## config.mk

```make
export PLATFORM = sky130hd
export DESIGN_NAME = object_placement_sequencer
export DESIGN_NICKNAME = d
export VERILOG_FILES = /design/src/rtl/object_placement_sequencer.sv
export SDC_FILE = /design/constraint.sdc
export NUM_CORES = 1
export LEC_CHECK = 0
export CORE_ASPECT_RATIO = 2
export CORE_MARGIN = 10
export CORE_UTILIZATION = 30
export CTS_CLUSTER_SIZE = 28
export DETAILED_ROUTE_END_ITERATION = 10
export GPL_TIMING_DRIVEN = 0
export PLACE_DENSITY = 0.49
export SYNTH_ARGS = -nofsm -noshare
export SYNTH_HDL_FRONTEND = slang
export SYNTH_SLANG_ARGS = --single-unit
```

## constraint.sdc

```tcl
create_clock -name clk -period 4.6 [get_ports clk]
set_input_delay 0.92 -clock clk [delete_from_list [all_inputs] [get_ports clk]]
set_output_delay 0.92 -clock clk [all_outputs]
set_load 0.01 [all_outputs]
```

## src/rtl/object_placement_sequencer.sv

```systemverilog
// Places up to MAX_OBJ level objects on free, distinct grid cells using the shared random source.
// Latency: start@T -> first DRAW at T+1; each accepted placement costs 3 cycles, obj_wr 2 cycles after the accepting DRAW.
// Backpressure: none; a rejected draw costs one cycle, a solid wall two; MAX_TRIES rejects per object abort the sequence.
//
// Ports:
//   clk, resetN                       - clock, asynchronous active-low reset
//   start, level_select               - level-start pulse (IDLE only) and level number (N = 2 + level)
//   random_num1/2                     - per-cycle random column/row candidates
//   wall_rd_req/col/row, wall_is_solid- wall-map read port; response arrives one cycle after the request
//   obj_wr, obj_idx, obj_topLeftX/Y   - one-cycle placement strobe with object index and pixel position
//   busy, done, fail                  - sequence status; fail is qualified by done
module object_placement_sequencer #(
    parameter int GRID_COLS = 9,
    parameter int GRID_ROWS = 6,
    parameter int X_OFFSET  = 15,
    parameter int Y_OFFSET  = 48,
    parameter int MAX_OBJ   = 5,
    parameter int MAX_TRIES = 255
) (
    input  logic        clk,
    input  logic        resetN,
    input  logic        start,
    input  logic [1:0]  level_select,
    input  logic [4:0]  random_num1,
    input  logic [4:0]  random_num2,
    output logic        wall_rd_req,
    output logic [3:0]  wall_rd_col,
    output logic [3:0]  wall_rd_row,
    input  logic        wall_is_solid,
    output logic        obj_wr,
    output logic [2:0]  obj_idx,
    output logic [10:0] obj_topLeftX,
    output logic [10:0] obj_topLeftY,
    output logic        busy,
    output logic        done,
    output logic        fail
);

    localparam int              TW           = $clog2(MAX_TRIES + 1);
    localparam logic [4:0]      LP_COLS      = 5'(GRID_COLS);
    localparam logic [4:0]      LP_ROWS      = 5'(GRID_ROWS);
    localparam logic [10:0]     LP_XOFF      = 11'(X_OFFSET);
    localparam logic [10:0]     LP_YOFF      = 11'(Y_OFFSET);
    localparam logic [TW-1:0]   LP_MAX_TRIES = TW'(MAX_TRIES);

    typedef enum logic [2:0] {S_IDLE, S_DRAW, S_WAIT, S_WRITE, S_DONE} state_t;

    state_t          r_state, w_next;
    logic [2:0]      r_n, r_idx;
    logic [TW-1:0]   r_tries;
    logic [3:0]      r_col, r_row;
    logic [3:0]      r_tab_col [MAX_OBJ];
    logic [3:0]      r_tab_row [MAX_OBJ];
    logic [MAX_OBJ-1:0] r_tab_vld;
    logic            r_obj_wr, r_busy, r_done, r_fail;
    logic [2:0]      r_obj_idx;
    logic [10:0]     r_px_x, r_px_y;

    logic            w_in_range, w_spawn, w_dup, w_accept, w_fail_next;
    logic [TW-1:0]   w_tries_inc;
    logic [10:0]     w_px_x, w_px_y;

    always_comb begin
        w_in_range  = (random_num1 < LP_COLS) && (random_num2 < LP_ROWS);
        w_spawn     = (random_num1 == 5'd0 && random_num2 == 5'd0) ||
                      (random_num1 == 5'd1 && random_num2 == 5'd0) ||
                      (random_num1 == 5'd0 && random_num2 == 5'd1);
        // Only slots placed in the current sequence take part in the duplicate check.
        w_dup = 1'b0;
        for (int i = 0; i < MAX_OBJ; i++) begin
            if (r_tab_vld[i] && ({1'b0, r_tab_col[i]} == random_num1) &&
                ({1'b0, r_tab_row[i]} == random_num2)) begin
                w_dup = 1'b1;
            end
        end
        w_accept    = w_in_range && !w_spawn && !w_dup;
        w_tries_inc = r_tries + TW'(1);
        w_px_x      = ({7'd0, r_col} << 6) + LP_XOFF;
        w_px_y      = ({7'd0, r_row} << 6) + LP_YOFF;

        w_next      = r_state;
        w_fail_next = 1'b0;
        case (r_state)
            S_IDLE:  if (start) w_next = S_DRAW;
            S_DRAW: begin
                if (w_accept) begin
                    w_next = S_WAIT;
                end else if (w_tries_inc == LP_MAX_TRIES) begin
                    w_next      = S_DONE;
                    w_fail_next = 1'b1;
                end
            end
            S_WAIT: begin
                if (!wall_is_solid) begin
                    w_next = S_WRITE;
                end else if (w_tries_inc == LP_MAX_TRIES) begin
                    w_next      = S_DONE;
                    w_fail_next = 1'b1;
                end else begin
                    w_next = S_DRAW;
                end
            end
            S_WRITE: w_next = ((r_idx + 3'd1) == r_n) ? S_DONE : S_DRAW;
            S_DONE:  w_next = S_IDLE;
            default: w_next = S_IDLE;
        endcase
    end

    always_ff @(posedge clk or negedge resetN) begin
        if (!resetN) r_state <= S_IDLE;
        else         r_state <= w_next;
    end

    always_ff @(posedge clk or negedge resetN) begin
        if (!resetN) begin
            r_n       <= 3'd0;
            r_idx     <= 3'd0;
            r_tries   <= '0;
            r_col     <= 4'd0;
            r_row     <= 4'd0;
            r_tab_vld <= '0;
            for (int i = 0; i < MAX_OBJ; i++) begin
                r_tab_col[i] <= 4'd0;
                r_tab_row[i] <= 4'd0;
            end
            r_obj_wr  <= 1'b0;
            r_busy    <= 1'b0;
            r_done    <= 1'b0;
            r_fail    <= 1'b0;
            r_obj_idx <= 3'd0;
            r_px_x    <= 11'd0;
            r_px_y    <= 11'd0;
        end else begin
            // Status strobes are registered from the next state so they line up with that state's cycle.
            r_obj_wr <= (w_next == S_WRITE);
            r_done   <= (w_next == S_DONE);
            r_fail   <= w_fail_next;
            r_busy   <= (w_next != S_IDLE);
            case (r_state)
                S_IDLE: begin
                    if (start) begin
                        r_n       <= 3'd2 + {1'b0, level_select};
                        r_tab_vld <= '0;
                        r_idx     <= 3'd0;
                        r_tries   <= '0;
                    end
                end
                S_DRAW: begin
                    if (w_accept) begin
                        r_col <= random_num1[3:0];
                        r_row <= random_num2[3:0];
                    end else begin
                        r_tries <= w_tries_inc;
                    end
                end
                S_WAIT: begin
                    if (wall_is_solid) begin
                        r_tries <= w_tries_inc;
                    end else begin
                        r_obj_idx <= r_idx;
                        r_px_x    <= w_px_x;
                        r_px_y    <= w_px_y;
                    end
                end
                S_WRITE: begin
                    r_tab_col[r_idx] <= r_col;
                    r_tab_row[r_idx] <= r_row;
                    r_tab_vld[r_idx] <= 1'b1;
                    r_idx            <= r_idx + 3'd1;
                    r_tries          <= '0;
                end
                default: ;
            endcase
        end
    end

    // The read request is issued in the accepting DRAW cycle so the response lands in WAIT;
    // the address is then held from the latched candidate.
    assign wall_rd_req  = (r_state == S_DRAW) && w_accept;
    assign wall_rd_col  = (r_state == S_DRAW) ? random_num1[3:0] : r_col;
    assign wall_rd_row  = (r_state == S_DRAW) ? random_num2[3:0] : r_row;
    assign obj_wr       = r_obj_wr;
    assign obj_idx      = r_obj_idx;
    assign obj_topLeftX = r_px_x;
    assign obj_topLeftY = r_px_y;
    assign busy         = r_busy;
    assign done         = r_done;
    assign fail         = r_fail;

endmodule

```

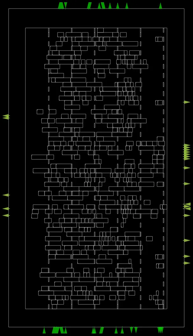
placed.png
tap cells: 192
registers: 86

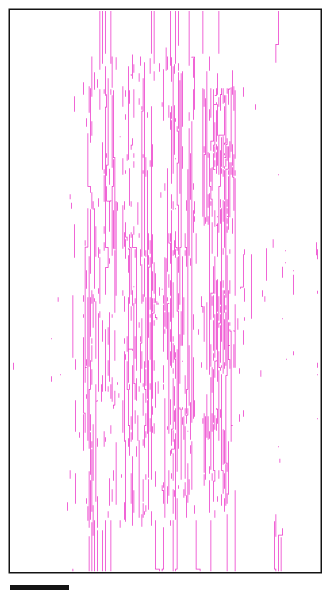
m2.png
Scale bar: 20 µm.
nets with wire on the layer = 375
share of all routed wire = 60%
main direction = vertical
longest straight run = 127 µm

==> metrics.cfg <==
[sta]
setup_viol=0
fin_crit_ns=4.161
fmax_mhz=240.3
report.final.hold_viol_count=0
finalWorstSetupSlack_ns=0.4387
skew_ns=0.006772
tns_ns=0
rsz0062_at_grt=false
period_used_pct=90.46
slew_viol_final=0

[yosys]
ys_cells=364
ys_area_um2=4392
top_cell=dfrtp_1
synthTopCellsByArea=dfrtp_1 49%, mux2_2 18%, xnor2_1 7.6%
synthArstFlopShare_pct=100.0
top_cells_by_count=86 x dfrtp_1, 69 x mux2_2, 38 x xnor2_1
synth_flop_count=86
synthCells=364
synthDistinctLibCells=50
yosys.area.top_type=dfrtp_1
postSynthSeqShare_pct=49.00
edf_count=0
avgSynthCellArea_um2=12.07

[critical_path]
worstPathMaxFanout=10
startpoint_type=input port
path_class=input port to primary output
critPathArrivalTime_ns=3.24
cp-end-kind=primary output
crit_required_ns=3.68

[final_layout]
largest_class=flip-flops and latches
inv_count=9
buf_share_pct=10.91
mi_logic_area_um2=2053
stdcell_area_um2=5366
logic_gates=246
n_fill_cell=1428
drive_gt1_share_pct=28.94
final_nets=439
nNonClkBuffers=68
syn_to_final_growth_pct=22.19
comb_area_share_pct=38.26
fin_util_pct=37.39
fin_cells=617
reg.largest.list=r_tab_col: 20 flops, r_tab_row: 20 flops, r_tries: 8 flops
num-clock-buffers=11
seq_share_pct=40.10

[clock_tree]
numCtsBuffers=9
h-tree-depth=3
ctsRootBufferMaster=clkbuf_16
cts.sinks=86
clk_latency_ns=0.34
clock_path_buffers=2

[route]
drtIter0Drc=110
routed_via_density=4.674
drcViolationCount=0
num_vias=2884
wl_per_cell_um=17.65
drtAntennaViolNets=0

[placed_design]
place_inst=601
hpwl_um=8089
place_worst_setup_slack_ns=0.02882
io_buffer_count=37
place_congestion=0.8052

[grt]
gr-usage-met1_pct=10.51
grt_pass1_vias=3061
grt_overflow=0
grt_util_met2_pct=22.32
grt_pass1_wl_um=17480
grt.met3_usage_pct=1.990
grt_max_degree=57

[floorplan]
initCoreUtil_pct=30.60
die-area_um2=20170
rows=62
die_w_um=105.6

[run]
cap_violations=0
warnings=27

[power_and_ir_drop]
ir_drop_uv=209.7
p_leak_uw=0.002358
report.power.total_uw=2692
power_density_nw_per_um2=501.6

[run_status]
status=finished clean

[hold_path]
holdCritPathClass=input port to asynchronous set/reset pin

logic make-up (layout without fill, tap and decap cells):
kind of cell / Yosys count / in the layout / synth area share, %
compound gates: 43 / 43 / 8.290
xor+xnor: 43 / 43 / 8.889
fa+ha+maj: 3 / 3 / 0.8548
buf+inv: 39 / 93 / 5.100
flops: 86 / 86 / 49.00
mux: 70 / 70 / 17.92
other cells: 1 / 8 / 0.08539
simple gates: 79 / 79 / 9.857
report_power, final:
group          switching [µW]  internal [µW]
combinational             407            464
clock                     303            436
sequential                164            917
total                     874           1820
path summary, 6_finish.rpt:
check                           startpoint         endpoint  slack [ns]  cells after the start
setup / recovery            random_num1[4]      wall_rd_req        0.44                      7
hold / removal                      resetN  obj_topLeftX[9]        0.51                      1
setup reg to reg                r_tries[0]       r_tries[5]        1.70                     12
hold reg to reg            obj_topLeftX[8]  obj_topLeftX[8]        0.51                      1
max in group asynchronous           resetN       r_tries[7]        3.45                      2
min in group clk           obj_topLeftX[8]  obj_topLeftX[8]        0.51                      1
placed cells by master, fill, tap and decap left out, types with 9 or more instances in the layout:
| master | instances |
|---|---|
| xnor2_1 | 38 |
| dfrtp_1 | 86 |
| o31ai_1 | 9 |
| clkdlybuf4s50_1 | 36 |
| mux2_2 | 69 |
| clkbuf_16 | 9 |
| buf_4 | 15 |
| nor2_1 | 15 |
| nand3_1 | 16 |
per-layer routing:
metal	vias to the layer above	part of all wire, %
met3	11	2.8
met4	0	1.8
li1	1384	-
met5	-	0
met1	1445	36
met2	44	59
timing repair:
item                       CTS  global route
setup endpoints to repair    0             1
gates resized                0             2
hold buffers                 0             0
worst max-delay path, stage by stage:
cell and delay, ns:
clkdlybuf4s50_1 0.39, nor2_1 0.39, nand4_1 0.14, a41oi_1 0.31
nand3_2 0.37, inv_1 0.16, clkdlybuf4s50_1 0.55
